<file path="config.mk">
export PLATFORM = sky130hd
export DESIGN_NAME = cot_link_tx
export DESIGN_NICKNAME = d
export VERILOG_FILES = /design/src/rtl/cot_link_tx.sv
export SDC_FILE = /design/constraint.sdc
export NUM_CORES = 1
export LEC_CHECK = 0
export CAP_MARGIN = 40
export CORE_AREA = 4 4 92 94
export CTS_CLUSTER_DIAMETER = 60
export DETAILED_ROUTE_END_ITERATION = 8
export DIE_AREA = 0 0 96 98
export MAX_ROUTING_LAYER = met4
export PLACE_DENSITY = 0.76
export SYNTH_ARGS = -nofsm -noshare
export SYNTH_HDL_FRONTEND = slang
export SYNTH_SLANG_ARGS = --single-unit
</file>
<file path="constraint.sdc">
create_clock -name clk -period 2.7 [get_ports clk]
set_input_delay 0.405 -clock clk [delete_from_list [all_inputs] [get_ports clk]]
set_output_delay 0.405 -clock clk [all_outputs]
set_load 0.1 [all_outputs]
</file>
<file path="src/rtl/cot_link_tx.sv">
// Torus link transmitter: buffers register-write requests and sends each as a
// header/payload flit pair under credit flow control. Optional `COT_LINK_STATS_EN adds pkt_count.
module cot_link_tx #(
  parameter int DEPTH   = 4,
  parameter int CREDITS = 4
) (
  input  logic       clk,
  input  logic       rst_n,
  input  logic       in_valid,
  output logic       in_ready,
  input  logic [3:0] in_dest,
  input  logic [1:0] in_thread,
  input  logic [1:0] in_reg,
  input  logic [7:0] in_data,
  output logic       link_valid,
  output logic       link_head,
  output logic [7:0] link_flit,
  input  logic       credit_in,
  output logic       credit_err
`ifdef COT_LINK_STATS_EN
  ,
  output logic [15:0] pkt_count
`endif
);

  localparam int AW = (DEPTH > 1) ? $clog2(DEPTH) : 1;
  localparam int CW = $clog2(DEPTH + 1);
  localparam logic [CW-1:0] CNT_FULL = CW'(DEPTH);
  localparam logic [3:0]    CRED_MAX = 4'(CREDITS);

  localparam logic [0:0] ST_IDLE = 1'b0;
  localparam logic [0:0] ST_BODY = 1'b1;

  logic [15:0]   mem_r [DEPTH];
  logic [AW-1:0] wr_r;
  logic [AW-1:0] rd_r;
  logic [CW-1:0] count_r;
  logic [3:0]    credits_r;
  logic [0:0]    state_r;

  logic          push_s;
  logic          pop_s;
  logic          have_req_s;
  logic          credit_ok_s;
  logic          send_hdr_s;
  logic          send_pay_s;
  logic          send_s;
  logic          err_set_s;
  logic [15:0]   head_s;
  logic [0:0]    state_nxt_s;
  logic [CW-1:0] count_nxt_s;
  logic [3:0]    credits_nxt_s;
  logic [7:0]    flit_nxt_s;

  // Flit scheduling; an empty FIFO forwards the incoming request so a header
  // can leave the cycle after acceptance, and a same-cycle credit is usable.
  always_comb begin
    push_s      = in_valid && in_ready;
    head_s      = (count_r != '0) ? mem_r[rd_r] : {in_dest, in_thread, in_reg, in_data};
    have_req_s  = (count_r != '0) || push_s;
    credit_ok_s = (credits_r != 4'd0) || credit_in;
    send_hdr_s  = 1'b0;
    send_pay_s  = 1'b0;
    state_nxt_s = state_r;
    case (state_r)
      ST_IDLE: begin
        if (have_req_s && credit_ok_s) begin
          send_hdr_s  = 1'b1;
          state_nxt_s = ST_BODY;
        end else begin
          state_nxt_s = ST_IDLE;
        end
      end
      ST_BODY: begin
        if (credit_ok_s) begin
          send_pay_s  = 1'b1;
          state_nxt_s = ST_IDLE;
        end else begin
          state_nxt_s = ST_BODY;
        end
      end
      default: begin
        state_nxt_s = ST_IDLE;
      end
    endcase
    pop_s  = send_pay_s;
    send_s = send_hdr_s || send_pay_s;
  end

  // Next FIFO occupancy and outgoing flit byte.
  always_comb begin
    count_nxt_s = count_r;
    case ({push_s, pop_s})
      2'b10:   count_nxt_s = count_r + CW'(1);
      2'b01:   count_nxt_s = count_r - CW'(1);
      default: count_nxt_s = count_r;
    endcase
    if (send_hdr_s) begin
      flit_nxt_s = head_s[15:8];
    end else if (send_pay_s) begin
      flit_nxt_s = mem_r[rd_r][7:0];
    end else begin
      flit_nxt_s = 8'd0;
    end
  end

  // Credit accounting; a return at full credits with no send is an overflow.
  always_comb begin
    credits_nxt_s = credits_r;
    err_set_s     = 1'b0;
    if (send_s && !credit_in) begin
      credits_nxt_s = credits_r - 4'd1;
    end else if (!send_s && credit_in) begin
      if (credits_r == CRED_MAX) begin
        err_set_s = 1'b1;
      end else begin
        credits_nxt_s = credits_r + 4'd1;
      end
    end else begin
      credits_nxt_s = credits_r;
    end
  end

  // FIFO storage and pointers.
  always_ff @(posedge clk) begin
    if (!rst_n) begin
      for (int i = 0; i < DEPTH; i++) begin
        mem_r[i] <= 16'd0;
      end
      wr_r    <= '0;
      rd_r    <= '0;
      count_r <= '0;
    end else begin
      if (push_s) begin
        mem_r[wr_r] <= {in_dest, in_thread, in_reg, in_data};
        wr_r        <= wr_r + AW'(1);
      end
      if (pop_s) begin
        rd_r <= rd_r + AW'(1);
      end
      count_r <= count_nxt_s;
    end
  end

  // FSM, credits and registered outputs.
  always_ff @(posedge clk) begin
    if (!rst_n) begin
      state_r    <= ST_IDLE;
      credits_r  <= CRED_MAX;
      credit_err <= 1'b0;
      in_ready   <= 1'b1;
      link_valid <= 1'b0;
      link_head  <= 1'b0;
      link_flit  <= 8'd0;
    end else begin
      state_r    <= state_nxt_s;
      credits_r  <= credits_nxt_s;
      credit_err <= credit_err || err_set_s;
      in_ready   <= (count_nxt_s != CNT_FULL);
      link_valid <= send_s;
      link_head  <= send_hdr_s;
      link_flit  <= flit_nxt_s;
    end
  end

`ifdef COT_LINK_STATS_EN
  // Completed-packet counter, wraps naturally at 16 bits.
  always_ff @(posedge clk) begin
    if (!rst_n) begin
      pkt_count <= 16'd0;
    end else if (send_pay_s) begin
      pkt_count <= pkt_count + 16'd1;
    end else begin
      pkt_count <= pkt_count;
    end
  end
`endif

  cot_link_tx_chk #(
    .DEPTH  (DEPTH),
    .CREDITS(CREDITS),
    .CW     (CW)
  ) u_chk (
    .clk       (clk),
    .rst_n     (rst_n),
    .link_valid(link_valid),
    .link_flit (link_flit),
    .count     (count_r),
    .credits   (credits_r),
    .in_body   (state_r == ST_BODY)
  );

endmodule

// Structural invariants of the transmitter.
module cot_link_tx_chk #(
  parameter int DEPTH   = 4,
  parameter int CREDITS = 4,
  parameter int CW      = 3
) (
  input logic          clk,
  input logic          rst_n,
  input logic          link_valid,
  input logic [7:0]    link_flit,
  input logic [CW-1:0] count,
  input logic [3:0]    credits,
  input logic          in_body
);

  a_flit_zero: assert property (@(posedge clk) disable iff (!rst_n)
    !link_valid |-> (link_flit == 8'd0));
  a_credit_range: assert property (@(posedge clk) disable iff (!rst_n)
    credits <= 4'(CREDITS));
  a_count_range: assert property (@(posedge clk) disable iff (!rst_n)
    count <= CW'(DEPTH));
  a_body_has_entry: assert property (@(posedge clk) disable iff (!rst_n)
    in_body |-> (count != '0));

endmodule

</file>
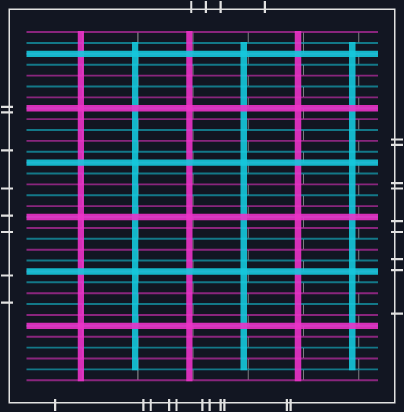
(images/power_grid.png)
Drawn at 4 px/um. Pins as bars on the die edge. Tap cells in gray.
VSS -> magenta
VDD -> cyan
met1 rails = 33
met5 straps = 6
met4 straps = 6

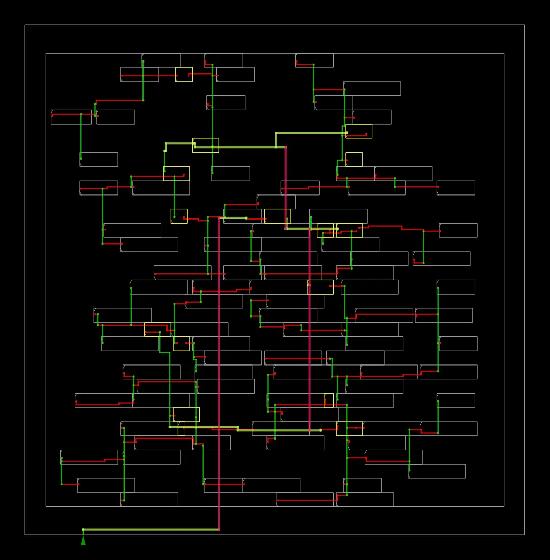
(images/clocks.png)
Num CTS Buffers: 9
clk sinks: 90
sequential cell count: 90
Max Clock Skew: 0.0116 ns
Worst-Skew Late Latency: 0.36 ns

==> job_summary.md <==
### Metrics collected by this job

| Metric | Value |
|---|---|
| DRC violations left | 0 |
| DR pass1 iterations | 4 |
| Area delta synth->final | 19.4% |
| Floorplan Nets | 338 |
| Worst setup path end | credits_r[3] |
| Pre-CTS setup slack | -0.109 ns |
| Clock period minus worst slack | 2.54 ns |
| Vias in the first global route | 2530 |
| Min setup slack post-route | 0.157 ns |
| Worst Tran Pin Value | 0.829 ns |
| Top-count cell post-synth | edfxtp_1 |
| Crit path buf inv count | 0 |
| Global-route wire length before repair | 12500 um |
| Outcome | finished, final reports clean |
| Drt wl/cell | 15.8 um |
| Core area | 7650 um2 |
| Final Hold Vio Count | 0 |
| Critical path arrival | 2.83 ns |
| Crit path depth | 9 |
| Hold Path Sink | credit_err |
| Largest delay share family, worst path | simple AND/OR/NAND/NOR gates |
| Crit path top cell by count | a21oi_1 |
| Yosys cell count | 311 |
| Yosys Chip Area | 3900 um2 |
| DIE AREA | 9410 um2 |
| FILL cells | 606 |
| Final Power | 0.00465 W |
| Path depth of the worst reg2reg path | 9 |
| Resized Gates After CTS | 0 |
| Cell area after layout | 4650 um2 |
| Critical path peak fanout | 4 |
| Initial antenna violation count | 0 |
| Final period util | 94.2% |
| Slowest CP cell | or4_1 |
| Post-Synth AOI/OAI Area | 5.17% |
| Synth logic family | simple AND/OR/NAND/NOR gates |
| Die height | 98 um |
| Max-slew violations | 0 |
| Root Driver | clkbuf_8 |
| RR Startpoint | credits_r[3] |
| Standard-cell rows | 32 |
| Vias/cell | 5.13 |
| Cell area leaders | edfxtp_1, dfxtp_1, mux4_2 |
| Max-cap violations | 0 |
| Peak supply drop | 0.000481 V |
| Largest buffer count on any clock path | 2 |
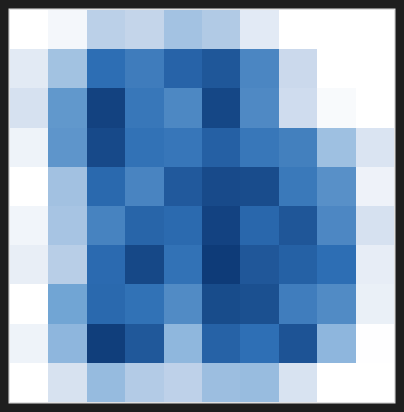
(images/cell_density.png)
Drawn at 4 px/um. The die is cut into 10 by 10 equal tiles; white is low, dark blue is high, 0 to 100% covered.
fullest tile = 96%
tiles over 75% full = 27%
nearly empty tiles = 13%

power by group:
group,switching (W),leakage (nW),internal [W],total (W)
Clock,0.000491,0.0920,0.000348,0.000840
Sequential,0.000131,0.880,0.00173,0.00187
Combinational,0.00119,0.907,0.000750,0.00194
Total,0.00182,1.88,0.00283,0.00465
layer usage:
layer	GRT usage (%)	wire (um)	vias to the layer above
met5	-	0	-
met4	6.67	114	0
met3	3.85	599	7
met2	28.6	3690	74
met1	23.4	3130	1154
li1	-	-	1208
flip-flops by register name (all words and copies together), names as in the netlist, named ones only:
name,flops
wr_r,2
credits_r,4
in_ready,1
count_r,3
link_flit,8
link_head,1
credit_err,1
rd_r,2
mem_r,64
state_r,1
link_valid,1
cell usage in the layout, fill, tap and decap left out, types with 3 or more instances in the layout:
master / n
edfxtp_1: 64
nor2_1: 43
nand2_1: 41
buf_4: 40
inv_1: 27
dfxtp_1: 25
clkdlybuf4s50_1: 19
and2_1: 17
mux4_2: 16
clkbuf_8: 9
a21oi_1: 8
a22oi_1: 8
ha_1: 5
or3_1: 4
nand2b_1: 4
xnor2_1: 4
inv_6: 4
nor3_2: 3
o21ai_1: 3
nor3_1: 3
xor2_1: 3
and3_1: 3
layout make-up:
type                    count  area, um2  share of cell area [%]
flip-flops and latches     90       2440                    52.5
multi-input cells         182       1310                    28.2
repair buffers             59        490                    10.5
clock buffers              10        128                    2.74
well taps                 102        128                    2.74
inverters                  27        101                    2.18
clock inverters             6       48.8                    1.05
worst reg2reg max path: stages, from the launching register on:
cell and delay [ns]:
dfxtp_1 0.35, or3_1 0.43, nor3_2 0.16, nor2_1 0.09
ha_1 0.21, ha_1 0.32, a21oi_1 0.20, a21oi_1 0.11
or4_1 0.47, a21oi_1 0.14
Power and IR drop assume default switching activity.
